--- src/rtl/prod_arb_pkg.sv ---
// -----------------------------------------------------------------------------
// prod_arb_pkg
// Shared constants and types for the two-input producer arbiter/merger.
//   PROD_DATA_W    default data width of every data port
//   DEPTH_DEF      default entries per input FIFO
//   PTR_W          FIFO pointer width for the default depth
//   PROD_*         producer traffic limits (data range, burst and idle
//                  lengths); benches reuse these to build producer models
//   out_state_e    output register state: IDLE (out_val=0) / HOLD (out_val=1)
// Related optional feature macro (used by prod_arb): PROD_ARB_DROP_CNT_EN
// -----------------------------------------------------------------------------
`timescale 1ns/1ps
package prod_arb_pkg;

   localparam int PROD_DATA_W    = 8;
   localparam int DEPTH_DEF      = 4;
   localparam int PTR_W          = $clog2(DEPTH_DEF);

   localparam int PROD_DATA_MAX  = 5;
   localparam int PROD_VALID_MIN = 3;
   localparam int PROD_VALID_MAX = 5;
   localparam int PROD_IDLE_MIN  = 1;
   localparam int PROD_IDLE_MAX  = 4;

   typedef enum logic {
      OUT_IDLE = 1'b0,
      OUT_HOLD = 1'b1
   } out_state_e;

endpackage

--- src/rtl/prod_fifo.sv ---
// -----------------------------------------------------------------------------
// prod_fifo
// Small synchronous FIFO buffering one producer ahead of the arbiter.
// The head word is presented combinationally so the arbiter can register it
// in the same cycle it pops.
// Ports:
//   clk    clock, all state updates on posedge
//   rst_b  asynchronous active-low reset (clears pointers and count)
//   push   write din at this edge (caller guarantees space or a same-edge pop)
//   din    write data
//   pop    advance the head at this edge (caller guarantees non-empty)
//   dout   current head word (combinational)
//   count  number of stored words, 0..DEPTH
//   full   count == DEPTH
//   empty  count == 0
// -----------------------------------------------------------------------------
`timescale 1ns/1ps
module prod_fifo
   import prod_arb_pkg::*;
#(
   parameter int DATA_W = PROD_DATA_W,
   parameter int DEPTH  = DEPTH_DEF
) (
   input  logic                   clk,
   input  logic                   rst_b,
   input  logic                   push,
   input  logic [DATA_W-1:0]      din,
   input  logic                   pop,
   output logic [DATA_W-1:0]      dout,
   output logic [$clog2(DEPTH):0] count,
   output logic                   full,
   output logic                   empty
);

   localparam int PW = $clog2(DEPTH);

   logic [DATA_W-1:0] mem [DEPTH];
   logic [PW-1:0]     wr_ptr;
   logic [PW-1:0]     rd_ptr;

   // Storage has no reset: stale words are unreachable once pointers clear.
   always_ff @(posedge clk) begin
      if (push) begin
         mem[wr_ptr] <= din;
      end
   end

   // DEPTH is a power of two, so the pointers wrap by natural overflow.
   always_ff @(posedge clk or negedge rst_b) begin
      if (!rst_b) begin
         wr_ptr <= '0;
         rd_ptr <= '0;
         count  <= '0;
      end else begin
         if (push) wr_ptr <= wr_ptr + 1'b1;
         if (pop)  rd_ptr <= rd_ptr + 1'b1;
         case ({push, pop})
            2'b10:   count <= count + 1'b1;
            2'b01:   count <= count - 1'b1;
            default: count <= count;
         endcase
      end
   end

   assign dout  = mem[rd_ptr];
   assign full  = (count == (PW + 1)'(DEPTH));
   assign empty = (count == '0);

endmodule

--- src/rtl/prod_arb.sv ---
// -----------------------------------------------------------------------------
// prod_arb
// Two-input round-robin arbiter/merger. Each producer pushes into its own
// FIFO (producers cannot be stalled); one registered valid/ready output
// stream drains both FIFOs towards a single consumer.
// Ports:
//   clk        clock, all state updates on posedge
//   rst_b      asynchronous active-low reset
//   val0/data0 producer 0 word strobe and data
//   val1/data1 producer 1 word strobe and data
//   out_rdy    consumer ready
//   out_val    output word valid
//   out_data   output word
//   out_src    producer index of out_data
//   ovf        sticky overflow flags, bit i for input i, cleared by reset only
//   drop_cnt0/drop_cnt1  (only with PROD_ARB_DROP_CNT_EN) saturating 8-bit
//                        counts of dropped words per input
// Optional feature macro: PROD_ARB_DROP_CNT_EN
// -----------------------------------------------------------------------------
`timescale 1ns/1ps
module prod_arb
   import prod_arb_pkg::*;
#(
   parameter int DATA_W = PROD_DATA_W,
   parameter int DEPTH  = DEPTH_DEF
) (
   input  logic              clk,
   input  logic              rst_b,
   input  logic              val0,
   input  logic [DATA_W-1:0] data0,
   input  logic              val1,
   input  logic [DATA_W-1:0] data1,
   input  logic              out_rdy,
   output logic              out_val,
   output logic [DATA_W-1:0] out_data,
   output logic              out_src,
`ifdef PROD_ARB_DROP_CNT_EN
   output logic [7:0]        drop_cnt0,
   output logic [7:0]        drop_cnt1,
`endif
   output logic [1:0]        ovf
);

   localparam int PW = $clog2(DEPTH);

   logic [1:0]          val_v;
   logic [1:0]          push_v;
   logic [1:0]          pop_v;
   logic [1:0]          drop_v;
   logic [1:0]          full_v;
   logic [1:0]          empty_v;
   logic [DATA_W-1:0]   din_v  [2];
   logic [DATA_W-1:0]   dout_v [2];
   // FIFO fill levels are only observed for debug; arbitration uses full/empty.
   logic [2*(PW+1)-1:0] count_unused;

   out_state_e          state;
   logic                rr_last;
   logic                load;
   logic                grant;
   logic [DATA_W-1:0]   head;

   assign val_v    = {val1, val0};
   assign din_v[0] = data0;
   assign din_v[1] = data1;

   // The output register may take a new word when empty or being drained.
   assign load = (state == OUT_IDLE) || out_rdy;

   // Single requester wins outright; on a tie the input not served last wins.
   always_comb begin
      grant = 1'b0;
      if (!empty_v[0] && !empty_v[1]) begin
         grant = ~rr_last;
      end else if (!empty_v[1]) begin
         grant = 1'b1;
      end
   end

   assign pop_v[0] = load && !empty_v[0] && !grant;
   assign pop_v[1] = load && !empty_v[1] &&  grant;
   assign head     = grant ? dout_v[1] : dout_v[0];

   genvar gi;
   generate
      for (gi = 0; gi < 2; gi++) begin : gen_fifo
         // A full FIFO still accepts a word when its head leaves at the same edge.
         assign push_v[gi] = val_v[gi] && (!full_v[gi] || pop_v[gi]);
         assign drop_v[gi] = val_v[gi] && !push_v[gi];

         prod_fifo #(
            .DATA_W (DATA_W),
            .DEPTH  (DEPTH)
         ) u_fifo (
            .clk   (clk),
            .rst_b (rst_b),
            .push  (push_v[gi]),
            .din   (din_v[gi]),
            .pop   (pop_v[gi]),
            .dout  (dout_v[gi]),
            .count (count_unused[gi*(PW+1) +: (PW+1)]),
            .full  (full_v[gi]),
            .empty (empty_v[gi])
         );
      end
   endgenerate

   // Output FSM: IDLE <-> HOLD. While stalled (HOLD, !out_rdy) nothing moves.
   // rr_last resets to 1 so input 0 wins the first tie.
   always_ff @(posedge clk or negedge rst_b) begin
      if (!rst_b) begin
         state    <= OUT_IDLE;
         out_data <= '0;
         out_src  <= 1'b0;
         rr_last  <= 1'b1;
         ovf      <= 2'b00;
      end else begin
         ovf <= ovf | drop_v;
         if (load) begin
            if (!empty_v[0] || !empty_v[1]) begin
               state    <= OUT_HOLD;
               out_data <= head;
               out_src  <= grant;
               rr_last  <= grant;
            end else begin
               state <= OUT_IDLE;
            end
         end
      end
   end

   assign out_val = (state == OUT_HOLD);

`ifdef PROD_ARB_DROP_CNT_EN
   always_ff @(posedge clk or negedge rst_b) begin
      if (!rst_b) begin
         drop_cnt0 <= 8'd0;
         drop_cnt1 <= 8'd0;
      end else begin
         if (drop_v[0] && (drop_cnt0 != 8'hFF)) drop_cnt0 <= drop_cnt0 + 8'd1;
         if (drop_v[1] && (drop_cnt1 != 8'hFF)) drop_cnt1 <= drop_cnt1 + 8'd1;
      end
   end
`endif

endmodule

--- config.mk ---
export PLATFORM = sky130hd
export DESIGN_NAME = prod_arb
export DESIGN_NICKNAME = d
export VERILOG_FILES = /design/src/rtl/prod_arb_pkg.sv /design/src/rtl/prod_fifo.sv /design/src/rtl/prod_arb.sv
export SDC_FILE = /design/constraint.sdc
export NUM_CORES = 1
export LEC_CHECK = 0
export CAP_MARGIN = 20
export CORE_UTILIZATION = 50
export DETAILED_ROUTE_END_ITERATION = 10
export PLACE_DENSITY = 0.68
export SYNTH_ARGS = -nofsm -noshare
export SYNTH_HDL_FRONTEND = slang
export SYNTH_SLANG_ARGS = --single-unit
--- constraint.sdc ---
create_clock -name clk -period 2.6 [get_ports clk]
set_input_delay 0.26 -clock clk [delete_from_list [all_inputs] [get_ports clk]]
set_output_delay 0.26 -clock clk [all_outputs]
set_load 0.01 [all_outputs]
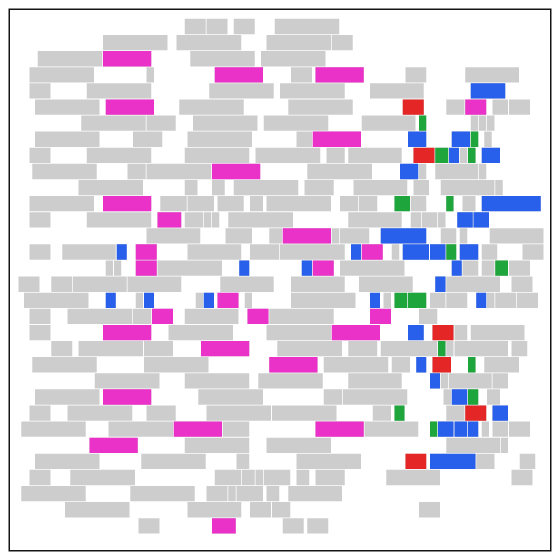
(images/gate_families.png)
Key: NAND gates = green [cells 15]; AND-OR and OR-AND gates = red [cells 6]; multiplexers = magenta [cells 27]; inverting AOI/OAI gates = blue [cells 33]
Finished Layout Cells: 396
most numerous logic cell after layout: edfxtp_1
Comb area share: 27.3%

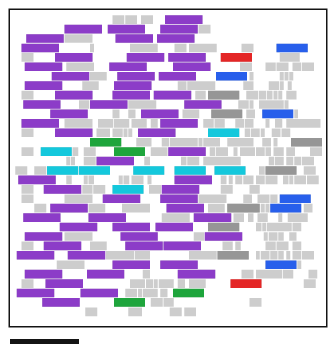
(images/registers.png)
Bar = 20 um.
Key: `out_data` = cyan [placed flops 8]; `gen_fifo.u_fifo.count` = blue [placed flops 6]; `ovf` = red [placed flops 2]; `gen_fifo.u_fifo.wr_ptr` = green [placed flops 4]; `gen_fifo.u_fifo.mem` = purple [placed flops 64]
Another 7 sequential cells are not colored.
Seq area share: 55.9%
final core utilization: 60.2%
Sequential Area: 2600 um^2
P_seq: 2.37 mW

==> CHANGELOG.md <==
### Changed

- NonClk Buf Share: 8.82%
- M1 wire length: 3160 um
- Worst Setup SP: gen_fifo[1].u_fifo.count[0]
- N_diodes: 0
- Via count: 2151
- Syn Area/Cell: 16.3 um^2
- Int Pwr: between 3 and 4 mW
- Drt drc: 1
- First-pass GRT wire length: 11300 um
- Post-DRT Antenna Nets: 0
- Comb pwr: 1.93 mW
- Vias in the first global route: between 2000 and 2500
- Row cnt: 32
- Tap Cells: 102
- Synth Flop Type: edfxtp_1
- IO Count: 33
- Syn. warnings: 0
- R2R Path Start: gen_fifo[1].u_fifo.count[0]
- Routed wl met3: 199 um
- Post-DR vias/cell: 5.43
- Clk sink count: 91
- Max FFs per register: 64
- R2R depth: 9
- Syn nets: 275
- Crit end category: register
- Fillers: 597
- Compound Share, Synth: between 8 and 9%
- GRT Max-Usage Layer: met2
- Grt total ovfl: 0
- Clk. pwr: 0.955 mW
- Critical Path Source Type: register
- Global placement routability congestion: 0.835
- WP depth: 9
- Comb area: around 1300 um^2
- Fraction of registers with async set/reset: 29.7%
- Top cells by count: edfxtp_1, dfrtp_1, mux4_2, nor2_1, inv_1
- Dominant power group: registers
- TritonCTS clock tree: yes
- Die height: around 91 um
- Req. time, crit path: 2880 ps
- EDFF count, synth: 64
- Sequential area share after synthesis: 65.3%
- Layout cell share with drive strength beyond 1: 18.7%
- Die width: 91.2 um
- Family with the most delay on the worst path: simple AND/OR/NAND/NOR gates
- FP Util: 51.5%
- Adder and majority gate portion of the synthesized area: 3.52%
- Iteration tally of the first detailed-router pass: 7
- Slew Limit Headroom: a little over half
- CTS root buf: clkbuf_8
- Multi-input comb cells: ~130
- GR Util All Layers: a little under a fifth
- Nets: 320
- Kind of critical path: register to register
- Setup TNS after final layout: 0 ps
- Initial antenna violation count: 0
- HP Class: primary input to asynchronous set/reset pin
- Cell Area, Placed: roughly 4400 um^2
- Mux share: 11.9%
- Clkbuf count: 10
- Fin worst setup slack: 231 ps
- Clk slew on worst S/H paths: 100 ps
- Synth Register Bits: 91
- Failing checks: DRC
- OpenROAD warnings: 32
- Post-place setup slack: just under 80 ps
- Post-route cell area: 4650 um^2
- Biggest regs: gen_fifo.u_fifo.mem x64, out_data x8, gen_fifo.u_fifo.count x6
- Unrepaired setup endpoints after global routing: false
- Static leakage: 1.66 nW
- CP max stage delay: 480 ps
- Largest net degree at the start of global routing: 28
- R2r setup slk: 230 ps
- Slowest stage cell, crit path: fa_1
- Final Hold Fails: 0
- Clock Path Buffers: 2
- Hpwl dp: 4710 um
- Met2 routed wirelength: ~3300 um
- Switching share of power: 34.2%
- Count leader, synth: edfxtp_1
- Mapped Area: slightly below 4000 um^2
- Clock power frac: between 15 and 20%
- Post-Route WL: approximately 6800 um
- Initial detailed-routing violation count: around 130
- Pwr/cell area: between 1000 and 1500 nW/um^2
- Signal inverters: 12
- Total CTS buffers: 9
- Dominant kind of combinational cell: multiplexers
- Post-Synth XOR/XNOR Area: 1.98%
- Top cells, area: edfxtp_1, dfrtp_1, mux4_2
- Number of port buffers: 32
- Status: finished with violations
- Crit path buffers/inverters: 0
- Die Area: 8320 um^2
- Yosys top cell by area: edfxtp_1
- PnR Total Power: 5.26 mW
- Placed cells: 379
- Crit Path Max Fanout: 6
- Slew Viols, Final: 0
- Tcrit/Tclk final: between 90% and 100%
- Number of cells in Yosys stat: 244
- Most flops, register: gen_fifo.u_fifo.mem
- Synth unique cells: about 53
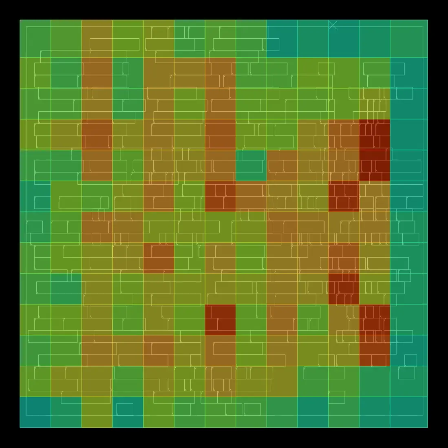
(images/final_congestion.png)
met2 Track Usage GR: 29.0%
drt wl/cell: 17.3 um
met3 usage: 2.93%

repair_timing:
action | in CTS | in global routing
buffers inserted | 0 | 1
setup endpoints to repair | 0 | 1
endpoints found under the hold margin | 0 | 0
layout by cell type (no fill, tap or decap), types with 2 or more instances in the layout:
master and n:
a21oi_1 11, a41o_1 2, and2_1 8, buf_4 12, clkbuf_8 9, clkdlybuf4s50_1 32, clkinv_4 2, dfrtp_1 26
edfxtp_1 64, fa_1 2, ha_1 8, inv_1 12, inv_6 2, mux2i_1 9, mux4_2 16, nand2_1 7
nand2b_1 2, nand3_1 3, nor2_1 16, nor2b_1 2, o211ai_1 3, o21ai_0 3, o21bai_1 2, o221ai_1 2
xnor2_1 7, xor2_1 2
Power figures rest on the tool's default switching activity, not on a simulated workload.
